[config.mk]
export PLATFORM = sky130hd
export DESIGN_NAME = dff_write_arbiter
export DESIGN_NICKNAME = d
export VERILOG_FILES = /design/src/rtl/dff_write_arbiter.sv
export SDC_FILE = /design/constraint.sdc
export NUM_CORES = 1
export LEC_CHECK = 0
export CORE_MARGIN = 5
export CORE_UTILIZATION = 41
export CTS_CLUSTER_DIAMETER = 200
export CTS_CLUSTER_SIZE = 40
export DETAILED_ROUTE_END_ITERATION = 10
export GPL_ROUTABILITY_DRIVEN = 1
export MAX_ROUTING_LAYER = met4
export PLACE_DENSITY = 0.88
export SYNTH_ARGS = -nofsm -noshare
export SYNTH_HDL_FRONTEND = slang
export SYNTH_SLANG_ARGS = --single-unit
[constraint.sdc]
create_clock -name clk -period 3.7 [get_ports clk]
set_input_delay 0.37 -clock clk [delete_from_list [all_inputs] [get_ports clk]]
set_output_delay 0.37 -clock clk [all_outputs]
set_load 0.02 [all_outputs]
[src/rtl/dff_write_arbiter.sv]
// Round-robin write arbiter feeding one shared W-bit register. One requester wins per cycle.
// Define DFF_ARB_LOCK_EN to build in the ownership lock and to add the lock/locked ports.
module dff_write_arbiter #(
    parameter int N = 4,
    parameter int W = 8
) (
    input  logic                   clk,
    input  logic                   reset,
    input  logic [N-1:0]           req,
    input  logic [N*W-1:0]         wdata,
    input  logic                   clr,
`ifdef DFF_ARB_LOCK_EN
    input  logic [N-1:0]           lock,
    output logic                   locked,
`endif
    output logic [N-1:0]           gnt,
    output logic [W-1:0]           q,
    output logic                   valid,
    output logic [$clog2(N)-1:0]   last_id
);
    localparam int IW = $clog2(N);

    logic [IW-1:0] ptr;
    logic [IW-1:0] win_id;
    logic [IW-1:0] nxt_ptr;
    logic [IW-1:0] idx;
    logic          win_vld;
`ifdef DFF_ARB_LOCK_EN
    logic [IW-1:0] owner;
`endif

    // Scan upward from ptr with wrap-around; the first request found wins.
    always_comb begin
        win_vld = 1'b0;
        win_id  = '0;
        idx     = '0;
        for (int k = 0; k < N; k++) begin
            idx = IW'((int'(ptr) + k) % N);
            if (!win_vld && req[idx]) begin
                win_vld = 1'b1;
                win_id  = idx;
            end
        end
`ifdef DFF_ARB_LOCK_EN
        // While locked, only the owner can be granted; everyone else waits.
        if (locked) begin
            win_vld = req[owner];
            win_id  = owner;
        end
`endif
        if (reset || clr)
            win_vld = 1'b0;
        gnt = '0;
        if (win_vld)
            gnt[win_id] = 1'b1;
    end

    assign nxt_ptr = (win_id == IW'(N - 1)) ? '0 : win_id + 1'b1;

    always_ff @(posedge clk) begin
        if (reset) begin
            q       <= '0;
            valid   <= 1'b0;
            last_id <= '0;
            ptr     <= '0;
`ifdef DFF_ARB_LOCK_EN
            locked  <= 1'b0;
            owner   <= '0;
`endif
        end else if (clr) begin
            // Clear empties the register but leaves the pointer and any lock as they are.
            q     <= '0;
            valid <= 1'b0;
        end else begin
            if (win_vld) begin
                q       <= wdata[win_id*W +: W];
                valid   <= 1'b1;
                last_id <= win_id;
            end
`ifdef DFF_ARB_LOCK_EN
            if (locked) begin
                if (!req[owner] || !lock[owner]) begin
                    locked <= 1'b0;
                    if (req[owner])
                        ptr <= nxt_ptr;
                end
            end else if (win_vld) begin
                ptr <= nxt_ptr;
                if (lock[win_id]) begin
                    locked <= 1'b1;
                    owner  <= win_id;
                end
            end
`else
            if (win_vld)
                ptr <= nxt_ptr;
`endif
        end
    end
endmodule

==> images/wires.png <==
The bar under the picture is 20 µm long.
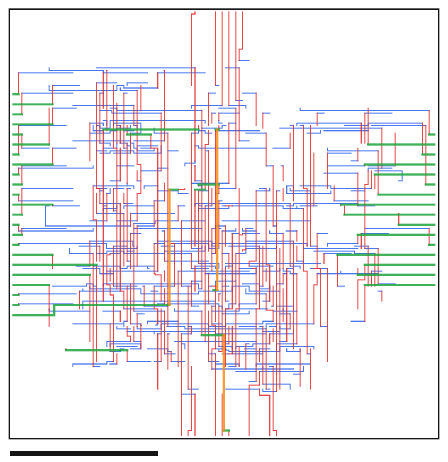
metal 3: marked green, wire length 246 µm. metal 4: marked orange, wire length 50.3 µm. metal 2: marked red, wire length 1,440 µm. metal 1: marked blue, wire length 1,280 µm.
Total GRT Usage: 20.4%
vias: 1,033
final WL: 3020 µm
DR WL/cell: 16.2 µm

==> images/placement_by_type.png <==
The bar under the picture is 20 µm long. Fill, decap, tap and diode cells in gray.
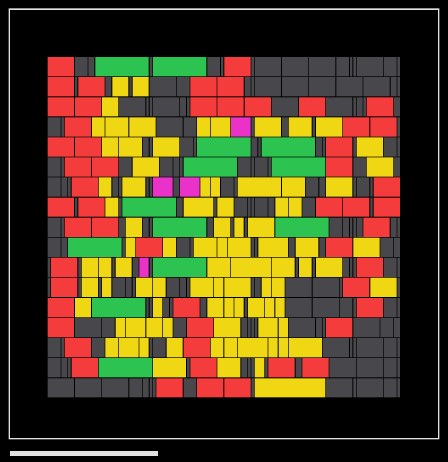
sequential cells: marked green, cells 13. remaining buffers and delay cells: marked red, cells 53. combinational and other logic: marked yellow, cells 88. clock drivers and dummy loads: marked magenta, cells 4.

==> impl_metrics.toml <==
# implementation run metrics
[grt]
grt_pass1_wl_um = 5260
first_global_vias = 1138
gr-total-overflow = 0
antenna_found_initial = 0
grt_max_degree = 16

[final_layout]
drive_gt1_share_pct = 8.86
design_area_um2 = 1490
lay_top_cells = "clkdlybuf4s50_1 (53), dfxtp_1 (13), mux2i_1 (11), nor2_1 (10)"
lay_top_count = "clkdlybuf4s50_1"
nets = 199
fillCellCount = 186
syn_to_final_growth_pct = 57.6
utilization_pct = 67.3
num_antenna_cells = 0

[pwr]
share_seq_of_total_power_pct = 37.2
p_leak_nw = 0.590
vdd_drop_max_v = 0.000207
intPower_mw = 0.304
p_per_area_nw_per_um2 = 306
p_clk_share_pct = 18.6
p_switching_mw = 0.151
power_frac_comb_pct = 44.2

[synth]
syn_area_um2 = 945
ys_cells = 107
ys_area_um2 = 945
yosys.area.top_type_share_pct = 27.5
ys_ff = 13
ys_seq_share_pct = 27.5
synth_nets = 147
syn_avg_cell_area_um2 = 8.83
yosysWarnings = 0
synth_cells = 107
top_cells_by_area = "dfxtp_1 (28%), mux2i_1 (12%), o221ai_1 (7.4%)"
top_area_cell = "dfxtp_1"

[placement]
dp_hpwl_um = 2440
gp_congestion = 0.947
dp_slack_ns = 0.495
place_area_um2 = 1460
port_buffers = 53

[clock_network]
hold_buffers = 0
clock_sinks = 13
cts_resized = 0
numCtsBuffers = 3
ctsHtreeMaxLevel = 1
post_cts_buffers = 0
tritoncts = "built"
clock_latency_ns = 0.27
cts_buffer_depth = 2
clockRootBuffer = "clkbuf_4"
path_clk_slew_ns = 0.08

[detailed_routing]
dr.first_iter.drc_count = 49
viasPerCell = 5.55
drt-pass1-iter-count = 4
drc = 0
final_antenna_net_count = 0

[critical_path]
crit_family = "buffers and inverters"
path_class = "in2out"
rr_worst_depth = 7
required_ns = 3.33
critPathMaxFanout = 12
critPathCaptureType = "output pin"
cp_common_cell = "clkdlybuf4s50_1"
cp_cell_sequence = "clkdlybuf4s50_1 -> and2b_2 -> nor2_4 -> o221ai_4 -> inv_1 -> ha_1 -> and3_1 -> clkdlybuf4s50_1"
crit_cells = 8
start_kind = "input pin"
worstPathArrival_ns = 2.81
critical_path.max_stage_delay_ns = 0.59
crit_slowest_cell = "clkdlybuf4s50_1"
timing.critical_path.buf_inv = 3

[die]
chip_area_um2 = 3360
die_h_um = 58
fp_util_pct = 42.7
die_w_um = 58
boundaryPins = 54
rows = 17

[timing]
rsz0062_at_grt = "no"
fin_crit_sh_pct = 86.1
skew_ns = 0.00302
whs_ns = 0.478
slew_violations = 0
slew_headroom_pct = 60.5
finalHoldViolations = 0
min_period_ns = 3.18
worst_slack_ns = 0.516
tightest_slew_ns = 0.593
timing.fmax_ghz = 0.314
setup_viol = 0

[worst_hold_path]
hold_depth = 2

[job]
cap_violations = 0
tool_warnings = 26

[outcome]
status = "finished, final reports clean"
logic make-up (layout without fill, tap and decap cells):
kind of cell,after synthesis,count (layout),synth area share [%]
AOI/OAI and AO/OA,28,28,25.6
adders and majority gates,1,1,1.32
and+or+nand+nor,45,45,27.7
buffers and inverters,9,60,6.22
DFF,13,13,27.5
muxes,11,11,11.7
per-stage QoR:
stage | std cells | power, mW
floorplan | 107 | 0.290
global placement | 182 | 0.367
detailed placement | 182 | 0.374
CTS | 186 | 0.459
global route | 186 | 0.486
finish | 186 | 0.456
power by group through the flow:
stage	Combinational [mW]	Clock [mW]	Sequential (mW)
floorplan	0.111	0	0.178
global placement	0.196	0	0.171
detailed placement	0.201	0	0.172
CTS	0.202	0.0881	0.169
global route	0.220	0.0941	0.172
finish	0.201	0.0845	0.170
per-layer routing:
layer / vias up / wire length (µm) / GRT usage (%) / part of all wire (%)
met5: - / 0 / - / 0
met4: 0 / 50 / 6.62 / 1.7
met3: 6 / 245 / 5.79 / 8.1
met2: 53 / 1440 / 34.7 / 48
met1: 469 / 1280 / 22.9 / 43
li1: 505 / - / - / -
final cells by class:
class	instances	area [µm²]	area share [%]
Clock buffer	4	26.3	1.76
Tap cell	28	35.0	2.35
Sequential cell	13	260	17.5
Multi-Input combinational cell	85	626	42.0
Inverter	3	11.3	0.756
Timing Repair Buffer	53	531	35.6
Yosys cell counts, drive strengths merged:
library cell  count
o22a              1
and2              5
or4               1
nor2b             1
ha                1
and3              2
nand3             8
nand3b            1
a31oi             3
o221ai            9
nand2b            2
o211a             1
mux2i            11
a21oi             2
a32oi             1
inv               3
clkbuf            1
buf               5
o211ai            1
nor2             12
o21ai             5
a2bb2oi           2
o22ai             1
a22oi             2
nand2             8
nor4              1
or2               1
and2b             3
dfxtp            13
tightest hold or removal path, stage by stage (launching register included):
cell and delay [ns]:
dfxtp_1 0.32, nand2_1 0.05, a21oi_1 0.05
worst paths after layout:
path | slack, ns | from | endpoint
worst min-delay path | 0.48 | last_id[1]$_SDFFE_PP0P_ | last_id[1]$_SDFFE_PP0P_
worst max-delay path | 0.52 | req[1] | gnt[3]
worst max register to register | 1.84 | ptr[0]$_SDFFE_PP0P_ | ptr[1]$_SDFFE_PP0P_
worst min register to register | 0.48 | last_id[1]$_SDFFE_PP0P_ | last_id[1]$_SDFFE_PP0P_
sequential cells by signal, summed over array words and instances, names as in the netlist:
signal / flops
q: 8
last_id: 2
ptr: 2
valid: 1
Power figures rest on the tool's default switching activity, not on a simulated workload.
